## config.mk

```make
export PLATFORM = sky130hd
export DESIGN_NAME = bus_arbiter_flat
export DESIGN_NICKNAME = d
export VERILOG_FILES = /design/src/rtl/bus_arbiter_pkg.sv /design/src/rtl/bus_arbiter_if.sv /design/src/rtl/bus_arbiter_timeout_cnt.sv /design/src/rtl/bus_arbiter.sv /design/src/flat_wrapper.sv
export SDC_FILE = /design/constraint.sdc
export NUM_CORES = 1
export LEC_CHECK = 0
export CAP_MARGIN = 20
export CORE_MARGIN = 4
export CORE_UTILIZATION = 35
export DETAILED_ROUTE_END_ITERATION = 8
export GPL_TIMING_DRIVEN = 0
export PLACE_DENSITY = 0.81
export SYNTH_ARGS = -nofsm -noshare
export SYNTH_HDL_FRONTEND = slang
export SYNTH_SLANG_ARGS = --single-unit
```

## constraint.sdc

```tcl
create_clock -name clk -period 2.3 [get_ports clk]
set_clock_uncertainty 0.05 [all_clocks]
set_input_delay 0.23 -clock clk [delete_from_list [all_inputs] [get_ports clk]]
set_output_delay 0.23 -clock clk [all_outputs]
set_load 0.1 [all_outputs]
```

## src/rtl/bus_arbiter_pkg.sv

```systemverilog
// Shared definitions for the instruction-fetch / data-port bus arbiter.
// Holds the default bus widths, starvation and timeout limits, the FSM
// state encoding and a small state-decode helper.
package bus_arbiter_pkg;

   localparam int unsigned BA_ADDR_W       = 32;
   localparam int unsigned BA_DATA_W       = 32;
   localparam int unsigned BA_STARVE_LIMIT = 4;
   localparam int unsigned BA_TIMEOUT      = 255;

   typedef enum logic [1:0] {
      ST_IDLE     = 2'd0,
      ST_BUSY_IF  = 2'd1,
      ST_BUSY_MEM = 2'd2,
      ST_RESP     = 2'd3
   } arb_state_e;

   function automatic logic is_busy(input arb_state_e s);
      return (s == ST_BUSY_IF) || (s == ST_BUSY_MEM);
   endfunction

endpackage

```

## src/rtl/bus_arbiter_if.sv

```systemverilog
// Signal bundle between the arbiter and its surroundings.
//   fetch port : if_req_i, if_addr_i -> if_data_o, if_ack_o
//   data port  : mem_req_i, mem_we_i, mem_addr_i, mem_wdata_i, mem_be_i
//                -> mem_rdata_o, mem_ack_o
//   shared bus : bus_req_o, bus_we_o, bus_addr_o, bus_wdata_o, bus_be_o
//                <- bus_rdata_i, bus_ack_i
//   status     : hold_req_o (stall request), bus_err_o (sticky timeout)
// Modport slave is the arbiter's view; modport master is the view of the
// requesters and memory slave around it.
interface bus_arbiter_if
   import bus_arbiter_pkg::*;
#(
   parameter int unsigned ADDR_W = BA_ADDR_W,
   parameter int unsigned DATA_W = BA_DATA_W
) ();

   logic                  if_req_i;
   logic [ADDR_W-1:0]     if_addr_i;
   logic [DATA_W-1:0]     if_data_o;
   logic                  if_ack_o;

   logic                  mem_req_i;
   logic                  mem_we_i;
   logic [ADDR_W-1:0]     mem_addr_i;
   logic [DATA_W-1:0]     mem_wdata_i;
   logic [DATA_W/8-1:0]   mem_be_i;
   logic [DATA_W-1:0]     mem_rdata_o;
   logic                  mem_ack_o;

   logic                  bus_req_o;
   logic                  bus_we_o;
   logic [ADDR_W-1:0]     bus_addr_o;
   logic [DATA_W-1:0]     bus_wdata_o;
   logic [DATA_W/8-1:0]   bus_be_o;
   logic [DATA_W-1:0]     bus_rdata_i;
   logic                  bus_ack_i;

   logic                  hold_req_o;
   logic                  bus_err_o;

   modport slave (
      input  if_req_i, if_addr_i,
      input  mem_req_i, mem_we_i, mem_addr_i, mem_wdata_i, mem_be_i,
      input  bus_rdata_i, bus_ack_i,
      output if_data_o, if_ack_o,
      output mem_rdata_o, mem_ack_o,
      output bus_req_o, bus_we_o, bus_addr_o, bus_wdata_o, bus_be_o,
      output hold_req_o, bus_err_o
   );

   modport master (
      output if_req_i, if_addr_i,
      output mem_req_i, mem_we_i, mem_addr_i, mem_wdata_i, mem_be_i,
      output bus_rdata_i, bus_ack_i,
      input  if_data_o, if_ack_o,
      input  mem_rdata_o, mem_ack_o,
      input  bus_req_o, bus_we_o, bus_addr_o, bus_wdata_o, bus_be_o,
      input  hold_req_o, bus_err_o
   );

endinterface

```

## src/rtl/bus_arbiter_timeout_cnt.sv

```systemverilog
// Bus transaction watchdog (module bus_timeout_cnt).
// Ports: clk, rst (sync, active-high), i_clear (transaction start),
//        i_busy (a bus request is outstanding), o_expire (this busy cycle
//        is the TIMEOUT-th one without completion).
module bus_timeout_cnt
   import bus_arbiter_pkg::*;
#(
   parameter int unsigned TIMEOUT = BA_TIMEOUT
) (
   input  logic clk,
   input  logic rst,
   input  logic i_clear,
   input  logic i_busy,
   output logic o_expire
);
   localparam int unsigned CW = $clog2(TIMEOUT + 1);

   logic [CW-1:0] r_cnt;

   always_ff @(posedge clk) begin
      if (rst || i_clear) begin
         r_cnt <= '0;
      end else if (i_busy) begin
         r_cnt <= r_cnt + CW'(1);
      end
   end

   // r_cnt counts completed busy cycles, so the current cycle is number r_cnt+1.
   assign o_expire = i_busy && (r_cnt == CW'(TIMEOUT - 1));

endmodule

```

## src/rtl/bus_arbiter.sv

```systemverilog
// Two-master arbiter for a shared memory bus: an instruction-fetch read port
// and a read/write data port. Data normally wins; a starvation counter
// forces a fetch grant after STARVE_LIMIT data grants made while fetch
// waited. A watchdog aborts transactions the slave never acknowledges and
// raises a sticky error.
// Ports: clk, rst (sync, active-high), bif (bus_arbiter_if.slave bundle).
module bus_arbiter
   import bus_arbiter_pkg::*;
#(
   parameter int unsigned ADDR_W       = BA_ADDR_W,
   parameter int unsigned DATA_W       = BA_DATA_W,
   parameter int unsigned STARVE_LIMIT = BA_STARVE_LIMIT,
   parameter int unsigned TIMEOUT      = BA_TIMEOUT
) (
   input  logic         clk,
   input  logic         rst,
   bus_arbiter_if.slave bif
);
   localparam int unsigned   BE_W       = DATA_W / 8;
   localparam int unsigned   SW         = $clog2(STARVE_LIMIT + 1);
   localparam logic [SW-1:0] STARVE_MAX = SW'(STARVE_LIMIT);

   arb_state_e          r_state;
   arb_state_e          w_state_nx;

   logic                r_gnt_mem;
   logic                r_we;
   logic [ADDR_W-1:0]   r_addr;
   logic [DATA_W-1:0]   r_wdata;
   logic [BE_W-1:0]     r_be;
   logic [DATA_W-1:0]   r_rdata;
   logic [SW-1:0]       r_starve;
   logic                r_err;

   logic                w_gnt_if;
   logic                w_gnt_mem;
   logic                w_done;
   logic                w_abort;
   logic                w_busy;
   logic                w_expire;
   logic                w_if_ack;
   logic                w_mem_ack;

   assign w_busy = is_busy(r_state);

   // Next state and grant decode
   always_comb begin
      w_state_nx = r_state;
      w_gnt_if   = 1'b0;
      w_gnt_mem  = 1'b0;
      w_done     = 1'b0;
      w_abort    = 1'b0;
      unique case (r_state)
         ST_IDLE: begin
            if (bif.mem_req_i && !(bif.if_req_i && (r_starve == STARVE_MAX))) begin
               w_gnt_mem  = 1'b1;
               w_state_nx = ST_BUSY_MEM;
            end else if (bif.if_req_i) begin
               w_gnt_if   = 1'b1;
               w_state_nx = ST_BUSY_IF;
            end
         end
         ST_BUSY_IF, ST_BUSY_MEM: begin
            // A slave ack in the expiry cycle still completes normally.
            if (bif.bus_ack_i) begin
               w_done     = 1'b1;
               w_state_nx = ST_RESP;
            end else if (w_expire) begin
               w_abort    = 1'b1;
               w_state_nx = ST_RESP;
            end
         end
         ST_RESP: begin
            w_state_nx = ST_IDLE;
         end
      endcase
   end

   always_ff @(posedge clk) begin
      if (rst) begin
         r_state <= ST_IDLE;
      end else begin
         r_state <= w_state_nx;
      end
   end

   // Request latches, response data, starvation counter, error flag
   always_ff @(posedge clk) begin
      if (rst) begin
         r_gnt_mem <= 1'b0;
         r_we      <= 1'b0;
         r_addr    <= '0;
         r_wdata   <= '0;
         r_be      <= '0;
         r_rdata   <= '0;
         r_starve  <= '0;
         r_err     <= 1'b0;
      end else begin
         if (w_gnt_mem) begin
            r_gnt_mem <= 1'b1;
            r_we      <= bif.mem_we_i;
            r_addr    <= bif.mem_addr_i;
            r_wdata   <= bif.mem_wdata_i;
            r_be      <= bif.mem_be_i;
            if (bif.if_req_i && (r_starve != STARVE_MAX)) begin
               r_starve <= r_starve + SW'(1);
            end
         end
         if (w_gnt_if) begin
            r_gnt_mem <= 1'b0;
            r_we      <= 1'b0;
            r_addr    <= bif.if_addr_i;
            r_wdata   <= '0;
            r_be      <= '1;
            r_starve  <= '0;
         end
         if (w_done) begin
            r_rdata <= r_we ? '0 : bif.bus_rdata_i;
         end
         if (w_abort) begin
            r_rdata <= '0;
            r_err   <= 1'b1;
         end
      end
   end

   bus_timeout_cnt #(
      .TIMEOUT (TIMEOUT)
   ) u_timeout (
      .clk      (clk),
      .rst      (rst),
      .i_clear  (w_gnt_if | w_gnt_mem),
      .i_busy   (w_busy),
      .o_expire (w_expire)
   );

   assign w_if_ack  = (r_state == ST_RESP) && !r_gnt_mem;
   assign w_mem_ack = (r_state == ST_RESP) &&  r_gnt_mem;

   assign bif.if_ack_o    = w_if_ack;
   assign bif.mem_ack_o   = w_mem_ack;
   assign bif.if_data_o   = w_if_ack  ? r_rdata : '0;
   assign bif.mem_rdata_o = w_mem_ack ? r_rdata : '0;

   assign bif.bus_req_o   = w_busy;
   assign bif.bus_we_o    = r_we;
   assign bif.bus_addr_o  = r_addr;
   assign bif.bus_wdata_o = r_wdata;
   assign bif.bus_be_o    = r_be;
   assign bif.bus_err_o   = r_err;

   assign bif.hold_req_o  = (bif.if_req_i & ~w_if_ack) | (bif.mem_req_i & ~w_mem_ack);

endmodule

```

## src/flat_wrapper.sv

```systemverilog
// flat-port wrapper written by rule: the top's interface ports become plain ports
module bus_arbiter_flat import bus_arbiter_pkg::*;
#(
   parameter int unsigned ADDR_W       = BA_ADDR_W,
   parameter int unsigned DATA_W       = BA_DATA_W,
   parameter int unsigned STARVE_LIMIT = BA_STARVE_LIMIT,
   parameter int unsigned TIMEOUT      = BA_TIMEOUT
)
  (clk, rst, bif_if_req_i, bif_if_addr_i, bif_mem_req_i, bif_mem_we_i, bif_mem_addr_i, bif_mem_wdata_i, bif_mem_be_i, bif_bus_rdata_i, bif_bus_ack_i, bif_if_data_o, bif_if_ack_o, bif_mem_rdata_o, bif_mem_ack_o, bif_bus_req_o, bif_bus_we_o, bif_bus_addr_o, bif_bus_wdata_o, bif_bus_be_o, bif_hold_req_o, bif_bus_err_o);
  bus_arbiter_if #(.ADDR_W(ADDR_W), .DATA_W(DATA_W)) bif_i ();
  input  logic clk;
  input  logic rst;
  input wire logic [$bits(bif_i.if_req_i)-1:0] bif_if_req_i;
  input wire logic [$bits(bif_i.if_addr_i)-1:0] bif_if_addr_i;
  input wire logic [$bits(bif_i.mem_req_i)-1:0] bif_mem_req_i;
  input wire logic [$bits(bif_i.mem_we_i)-1:0] bif_mem_we_i;
  input wire logic [$bits(bif_i.mem_addr_i)-1:0] bif_mem_addr_i;
  input wire logic [$bits(bif_i.mem_wdata_i)-1:0] bif_mem_wdata_i;
  input wire logic [$bits(bif_i.mem_be_i)-1:0] bif_mem_be_i;
  input wire logic [$bits(bif_i.bus_rdata_i)-1:0] bif_bus_rdata_i;
  input wire logic [$bits(bif_i.bus_ack_i)-1:0] bif_bus_ack_i;
  output wire logic [$bits(bif_i.if_data_o)-1:0] bif_if_data_o;
  output wire logic [$bits(bif_i.if_ack_o)-1:0] bif_if_ack_o;
  output wire logic [$bits(bif_i.mem_rdata_o)-1:0] bif_mem_rdata_o;
  output wire logic [$bits(bif_i.mem_ack_o)-1:0] bif_mem_ack_o;
  output wire logic [$bits(bif_i.bus_req_o)-1:0] bif_bus_req_o;
  output wire logic [$bits(bif_i.bus_we_o)-1:0] bif_bus_we_o;
  output wire logic [$bits(bif_i.bus_addr_o)-1:0] bif_bus_addr_o;
  output wire logic [$bits(bif_i.bus_wdata_o)-1:0] bif_bus_wdata_o;
  output wire logic [$bits(bif_i.bus_be_o)-1:0] bif_bus_be_o;
  output wire logic [$bits(bif_i.hold_req_o)-1:0] bif_hold_req_o;
  output wire logic [$bits(bif_i.bus_err_o)-1:0] bif_bus_err_o;
  assign bif_i.if_req_i = bif_if_req_i;
  assign bif_i.if_addr_i = bif_if_addr_i;
  assign bif_i.mem_req_i = bif_mem_req_i;
  assign bif_i.mem_we_i = bif_mem_we_i;
  assign bif_i.mem_addr_i = bif_mem_addr_i;
  assign bif_i.mem_wdata_i = bif_mem_wdata_i;
  assign bif_i.mem_be_i = bif_mem_be_i;
  assign bif_i.bus_rdata_i = bif_bus_rdata_i;
  assign bif_i.bus_ack_i = bif_bus_ack_i;
  assign bif_if_data_o = bif_i.if_data_o;
  assign bif_if_ack_o = bif_i.if_ack_o;
  assign bif_mem_rdata_o = bif_i.mem_rdata_o;
  assign bif_mem_ack_o = bif_i.mem_ack_o;
  assign bif_bus_req_o = bif_i.bus_req_o;
  assign bif_bus_we_o = bif_i.bus_we_o;
  assign bif_bus_addr_o = bif_i.bus_addr_o;
  assign bif_bus_wdata_o = bif_i.bus_wdata_o;
  assign bif_bus_be_o = bif_i.bus_be_o;
  assign bif_hold_req_o = bif_i.hold_req_o;
  assign bif_bus_err_o = bif_i.bus_err_o;
  bus_arbiter #(.ADDR_W(ADDR_W), .DATA_W(DATA_W), .STARVE_LIMIT(STARVE_LIMIT), .TIMEOUT(TIMEOUT)) u_core (.clk(clk), .rst(rst), .bif(bif_i));
endmodule
```

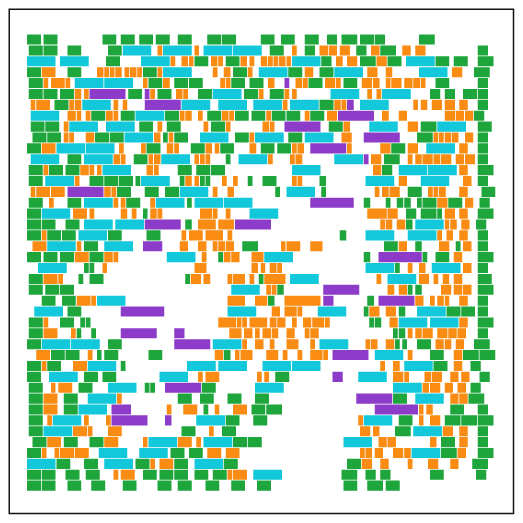
(run_1/class_map.png)
(4 px per µm)
| color | class | cells | share of their area |
|---|---|---|---|
| green | remaining buffers and delay cells | 326 | 35% |
| cyan | sequential cells | 116 | 28% |
| orange | remaining logic cells | 414 | 29% |
| purple | clock drivers and dummy loads | 31 | 7.5% |

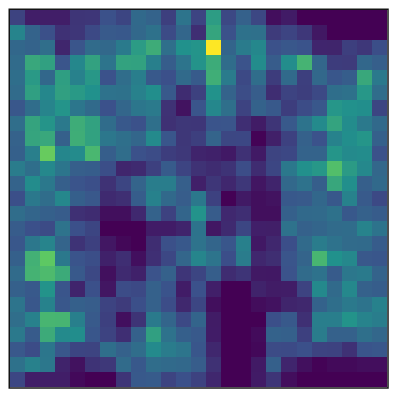
(run_1/route_heat.png)
(3 px per µm) 25 x 25 tiles, from dark purple (low) to yellow (high), scaled to the fullest tile. Values are wire area over tile area, all layers added.
tiles over half the peak: 9.3%
fullest tile: 0.66
mean over tiles: 0.18
nearly empty tiles: 6.4%

==> results.rst, run 1 <==
Run summary
-----------

.. list-table::
   :header-rows: 1

   * - Metric
     - Value
   * - Post-DR vias/cell
     - 5.069
   * - TritonCTS clock tree
     - yes
   * - Aggregate global routing overflow
     - 0
   * - Hold-fix buffers at CTS
     - 0
   * - # port buffers
     - 274
   * - Rel. slew slack
     - 0.2916
   * - Multi-input gate area in the final layout
     - 2333 µm²
   * - CTS clock-pin slew for the worst setup and hold paths
     - 50 ps
   * - P&R area growth vs syn
     - 73.32%
   * - Sequential cell area
     - 2322 µm²
   * - Final critical-path required period
     - 2208 ps
   * - Commonest register cell after synthesis
     - dfxtp_1
   * - Top-level port count
     - 276
   * - Clock latency on the worst-skew pair
     - 400 ps
   * - Fraction of layout instances using a drive strength above 1
     - 0.1443
   * - Synthesized-area fraction occupied by adder cells
     - 0.01548
   * - Average cell area after synthesis
     - 8.318 µm²
   * - Commonest non-fill, non-tap cell in the layout
     - clkdlybuf4s50_1
   * - Total number of warnings across the stage logs
     - 30
   * - Maximum vdd drop
     - 0.0006537 V
   * - Most frequent cell after synthesis
     - dfxtp_1
   * - Post-layout period usage of the worst path
     - 0.9599
   * - Power share of the sequential group
     - 0.269
   * - Die Ht
     - around 130 µm
   * - Cell types with the highest counts after synthesis
     - dfxtp_1, nor2_1, nand2_1, a21oi_1, clkbuf_1
   * - Pin count of the biggest net entering global routing
     - 17
   * - Weighted congestion at the end of routability-driven global placement
     - around 0.85
   * - Post-layout util
     - 0.6273
   * - Final instance area
     - 8406 µm²
   * - Status
     - finished, final reports clean
   * - Distinct lib cells used
     - 33
   * - Max-cap violations
     - 0
   * - First-pass GRT wire length
     - 26410 µm
   * - Overall Global Routing Usage
     - 0.2080
   * - Filler cell count
     - 1183
   * - Placed instance count
     - about 1000
   * - Top power consumer group
     - combinational cells
   * - Mapped cell area
     - between 4000 and 5000 µm²
   * - Family of cells with the greatest summed delay on the critical path
     - buffers and inverters
   * - Cell-by-cell trace of the critical path
     - clkdlybuf4s50_1
   * - Worst-path fanout max
     - 2
   * - Synthesized registers
     - 116
   * - Simple-gate portion of the synthesized area
     - 0.2817
   * - Number of H-tree branching levels
     - 4
   * - Hold violation count in the final report
     - 0
   * - Clock group total power
     - about 0.0028 W
   * - Met1 Track Usage GR
     - 0.2257
   * - Tightest Pin Transition
     - 1059 ps
   * - Overall die area
     - around 16000 µm²
   * - RSZ-0062 raised after global routing
     - no
   * - Cells in synth_stat.txt
     - 583
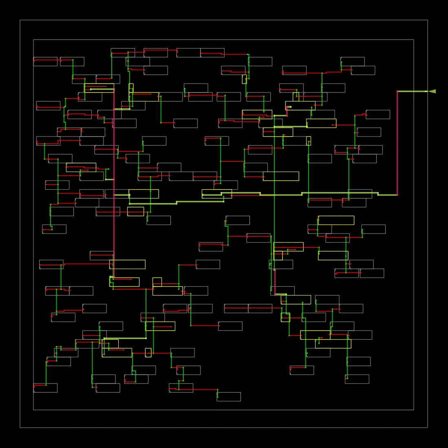
(run_1/clock_nets.png)
clock buffer instance count of the final layout: 22
Inserted Clock Buffers: 17

-- run 1: final cells by class --
class                      count  share of cell area
buffer                        52             0.02605
clock buffer                  22             0.05522
clock inverter                 9             0.01816
inverter                       6            0.002679
multi-input combinational    408              0.2776
sequential                   116              0.2763
tap                          176             0.02620
timing repair buffer         274              0.3178
-- run 1: cells by family after synthesis --
family,after synthesis
and+or+nand+nor,279
buffers and inverters,59
AOI/OAI and AO/OA,112
DFF,116
muxes,3
adders and majority gates,6
xor gates and xnor gates,8
-- run 1: per-stage QoR --
stage | hold WS [ps] | setup slack, ps | total power [W]
after floorplan | 282.1 | 75.76 | 0.005807
after global placement | 390.8 | -703.9 | 0.006979
after detailed placement | 396.9 | -721.2 | 0.007025
after CTS | 298.6 | -17.83 | 0.009809
after global routing | 316.1 | 14.84 | 0.01021
final | 319.2 | 92.14 | 0.009752
-- run 1: metal layers --
layer  wire length, µm  up-vias
li1                  -     2607
met1              6745     2507
met2              8610      243
met3              1754       31
met4               369        0
met5                 0        -
-- run 1: final timing paths --
path | start | to | slack, ps | cells past startpoint
min | bif_mem_wdata_i[1] | u_core.bif.bus_wdata_o[1] | 320 | 3
max | u_core.bif.bus_wdata_o[19] | bif_bus_wdata_o[19] | 90 | 1
max reg2reg | u_core.r_state[0] | u_core.r_starve[0] | 200 | 9
min reg2reg | u_core.bif.bus_wdata_o[1] | u_core.bif.bus_wdata_o[1] | 400 | 2
-- run 1: sequential cells by signal (all words and copies together), names as in the netlist --
register and cells:
u_core.r_gnt_mem 1, u_core.bif.bus_addr_o 32, u_core.bif.bus_wdata_o 32, u_core.r_state 2, u_core.bif.bus_err_o 1, u_core.r_starve 3
u_core.r_rdata 32, u_core.bif.bus_we_o 1, u_core.bif.bus_be_o 4, u_core.u_timeout.r_cnt 8
--- run 2 (diff from run 1) ---
--- a/config.mk
+++ b/config.mk
@@ -11,6 +11,7 @@
 export DETAILED_ROUTE_END_ITERATION = 8
 export GPL_TIMING_DRIVEN = 0
 export PLACE_DENSITY = 0.81
+export SKIP_LAST_GASP = 1
 export SYNTH_ARGS = -nofsm -noshare
 export SYNTH_HDL_FRONTEND = slang
 export SYNTH_SLANG_ARGS = --single-unit
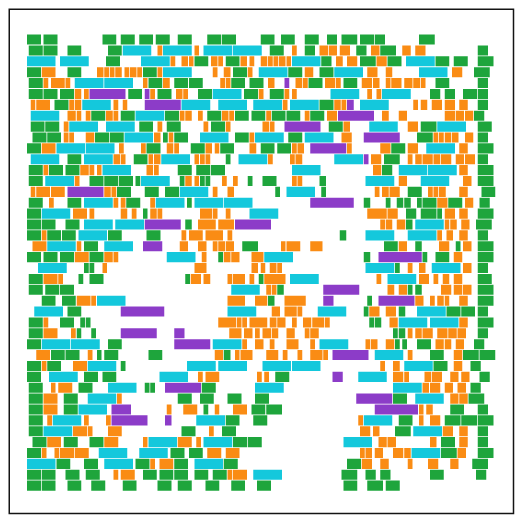
(run_2/class_map.png)
(4 px per µm)
| color | class | cells | share of their area |
|---|---|---|---|
| green | remaining buffers and delay cells | 326 | 35% |
| cyan | sequential cells | 116 | 28% |
| orange | remaining logic cells | 414 | 29% |
| purple | clock drivers and dummy loads | 31 | 7.5% |

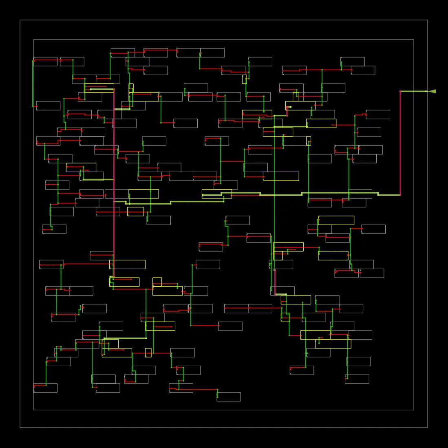
(run_2/clock_nets.png)
number of clock sinks seen by CTS: 116
clock latency on the worst-skew pair: 400 ps
clock group total power: 0.00275 W
flop count: 116

==> results.rst, run 2 <==
Run summary
-----------

.. list-table::
   :header-rows: 1

   * - Metric
     - Value
   * - Status
     - finished, final reports clean
   * - CTS clock-pin slew for the worst setup and hold paths
     - 50 ps (about the same)
   * - Multiplexer share of the synthesized area
     - 0.006450
   * - # port buffers
     - 274 (unchanged)
   * - Hold WS
     - 319.7 ps (+0.5270 ps)
   * - Cells in synth_stat.txt
     - 583 (unchanged)
   * - Overall die area
     - 15800 µm² (unchanged)
   * - Average cell area after synthesis
     - 8.318 µm² (unchanged)
   * - Simple-gate portion of the synthesized area
     - 0.2817 (unchanged)
   * - Placed Instance Area
     - 7831 µm²
   * - Power share of the sequential group
     - 0.269 (about the same)
   * - Top power consumer group
     - combinational cells
   * - Top-level port count
     - 276 (unchanged)
   * - TritonCTS clock tree
     - yes
   * - RSZ-0062 raised after global routing
     - yes
   * - First-pass GRT wire length
     - 26410 µm (unchanged)
   * - Final instance area
     - 8409 µm² (about the same)
   * - Distinct lib cells used
     - 33 (unchanged)
   * - Synthesized-area fraction occupied by adder cells
     - 0.01548 (unchanged)
   * - Final critical-path required period
     - 2237 ps (+29.45 ps)
   * - Aggregate global routing overflow
     - 0 (unchanged)
   * - Overall Global Routing Usage
     - 0.2080 (unchanged)
   * - Worst-path fanout max
     - 10 (+8)
   * - Most frequent cell after synthesis
     - dfxtp_1
   * - Commonest register cell after synthesis
     - dfxtp_1
   * - Post-DR vias/cell
     - 5.052 (-0.33%)
   * - Rel. slew slack
     - 0.2914 (about the same)
   * - Die Ht
     - 125.7 µm (unchanged)
   * - Hold-fix buffers at CTS
     - 0 (unchanged)
   * - Mapped cell area
     - 4850 µm² (unchanged)
   * - Weighted congestion at the end of routability-driven global placement
     - 0.8523 (unchanged)
   * - Detailed-route wire length per cell
     - around 16 µm
   * - Maximum vdd drop
     - 0.0006549 V (+0.19%)
   * - Cell-by-cell trace of the critical path
     - ha_2, nor2b_4, clkbuf_2, and2_1, buf_6
   * - Post-layout period usage of the worst path
     - 0.9727 (+0.01280)
   * - Number of H-tree branching levels
     - 4 (unchanged)
   * - Synthesized registers
     - 116 (unchanged)
   * - Pin count of the biggest net entering global routing
     - 17 (unchanged)
   * - Inserted Clock Buffers
     - 17 (unchanged)
   * - Max-cap violations
     - 0 (unchanged)
   * - Tightest Pin Transition
     - 1060 ps (+0.2925 ps)
   * - P&R area growth vs syn
     - 73.40% (about the same)
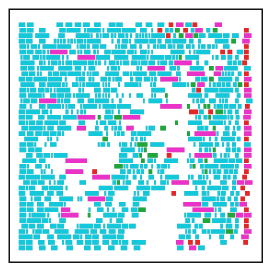
(run_2/sizing.png)
(2 px per µm)
| color | size | cells | share |
|---|---|---|---|
| magenta | x6 and larger | 52 | 5.9% |
| red | x3 and x4 | 35 | 3.9% |
| green | x2 | 40 | 4.5% |
| cyan | x1 and smaller | 760 | 86% |

-- run 2: cell counts after synthesis --
Identical to the previous run, type by type.
-- run 2: worst paths after layout --
path | from | endpoint | slack (ps) | cells past startpoint
setup reg to reg | u_core.r_state[0] | u_core.r_starve[0] | 220 | 9
setup / recovery | u_core.r_state[1] | bif_if_data_o[16] | 60 | 5
hold / removal | bif_mem_wdata_i[1] | u_core.bif.bus_wdata_o[1] | 320 | 3
hold reg to reg | u_core.bif.bus_wdata_o[1] | u_core.bif.bus_wdata_o[1] | 400 | 2
-- run 2: timing repair --
action,CTS,global route
pin swaps,0,0
endpoints found under the setup margin,68,70
gates resized,409,19
endpoints found under the hold margin,0,0
-- run 2: per-stage QoR --
stage,setup slack [ps],setup TNS [ps],power (W),std cells,utilization
final,62.69,0,0.009740,1063,0.6275
after CTS,-25.25,-125.0,0.009807,1064,0.6239
after detailed placement,-721.2,-32080,0.007025,1033,0.5844
after global placement,-703.9,-31130,0.006979,1033,0.5844
after global routing,-58.40,-332.5,0.01020,1063,0.6275
after floorplan,75.76,0,0.005807,583,-
-- run 2: final cells by class --
| type | instances | area [µm²] |
|---|---|---|
| Timing Repair Buffer | 274 | 2686 |
| Tap cell | 176 | 220.2 |
| Clock inverter | 9 | 152.6 |
| Buffer | 52 | 217.7 |
| Multi-Input combinational cell | 408 | 2323 |
| Inverter | 6 | 22.52 |
| Clock buffer | 22 | 464.2 |
| Fill cell | 1184 | 4991 |
| Sequential cell | 116 | 2322 |
-- run 2: tightest hold or removal path, delay by kind of cell --
family          cells  cell delay (ps)
compound gates      1               50
buf+inv             1              390
simple gates        1               50
-- run 2: layer usage --
layer	up-vias	part of all wire	track usage
li1	2606	-	-
met5	-	0	0
met3	29	0.094	0.08721
met1	2501	0.39	0.2252
met2	234	0.49	0.3634
met4	0	0.021	0.07589
No activity file was given, so power comes from the tool's default toggle rates.
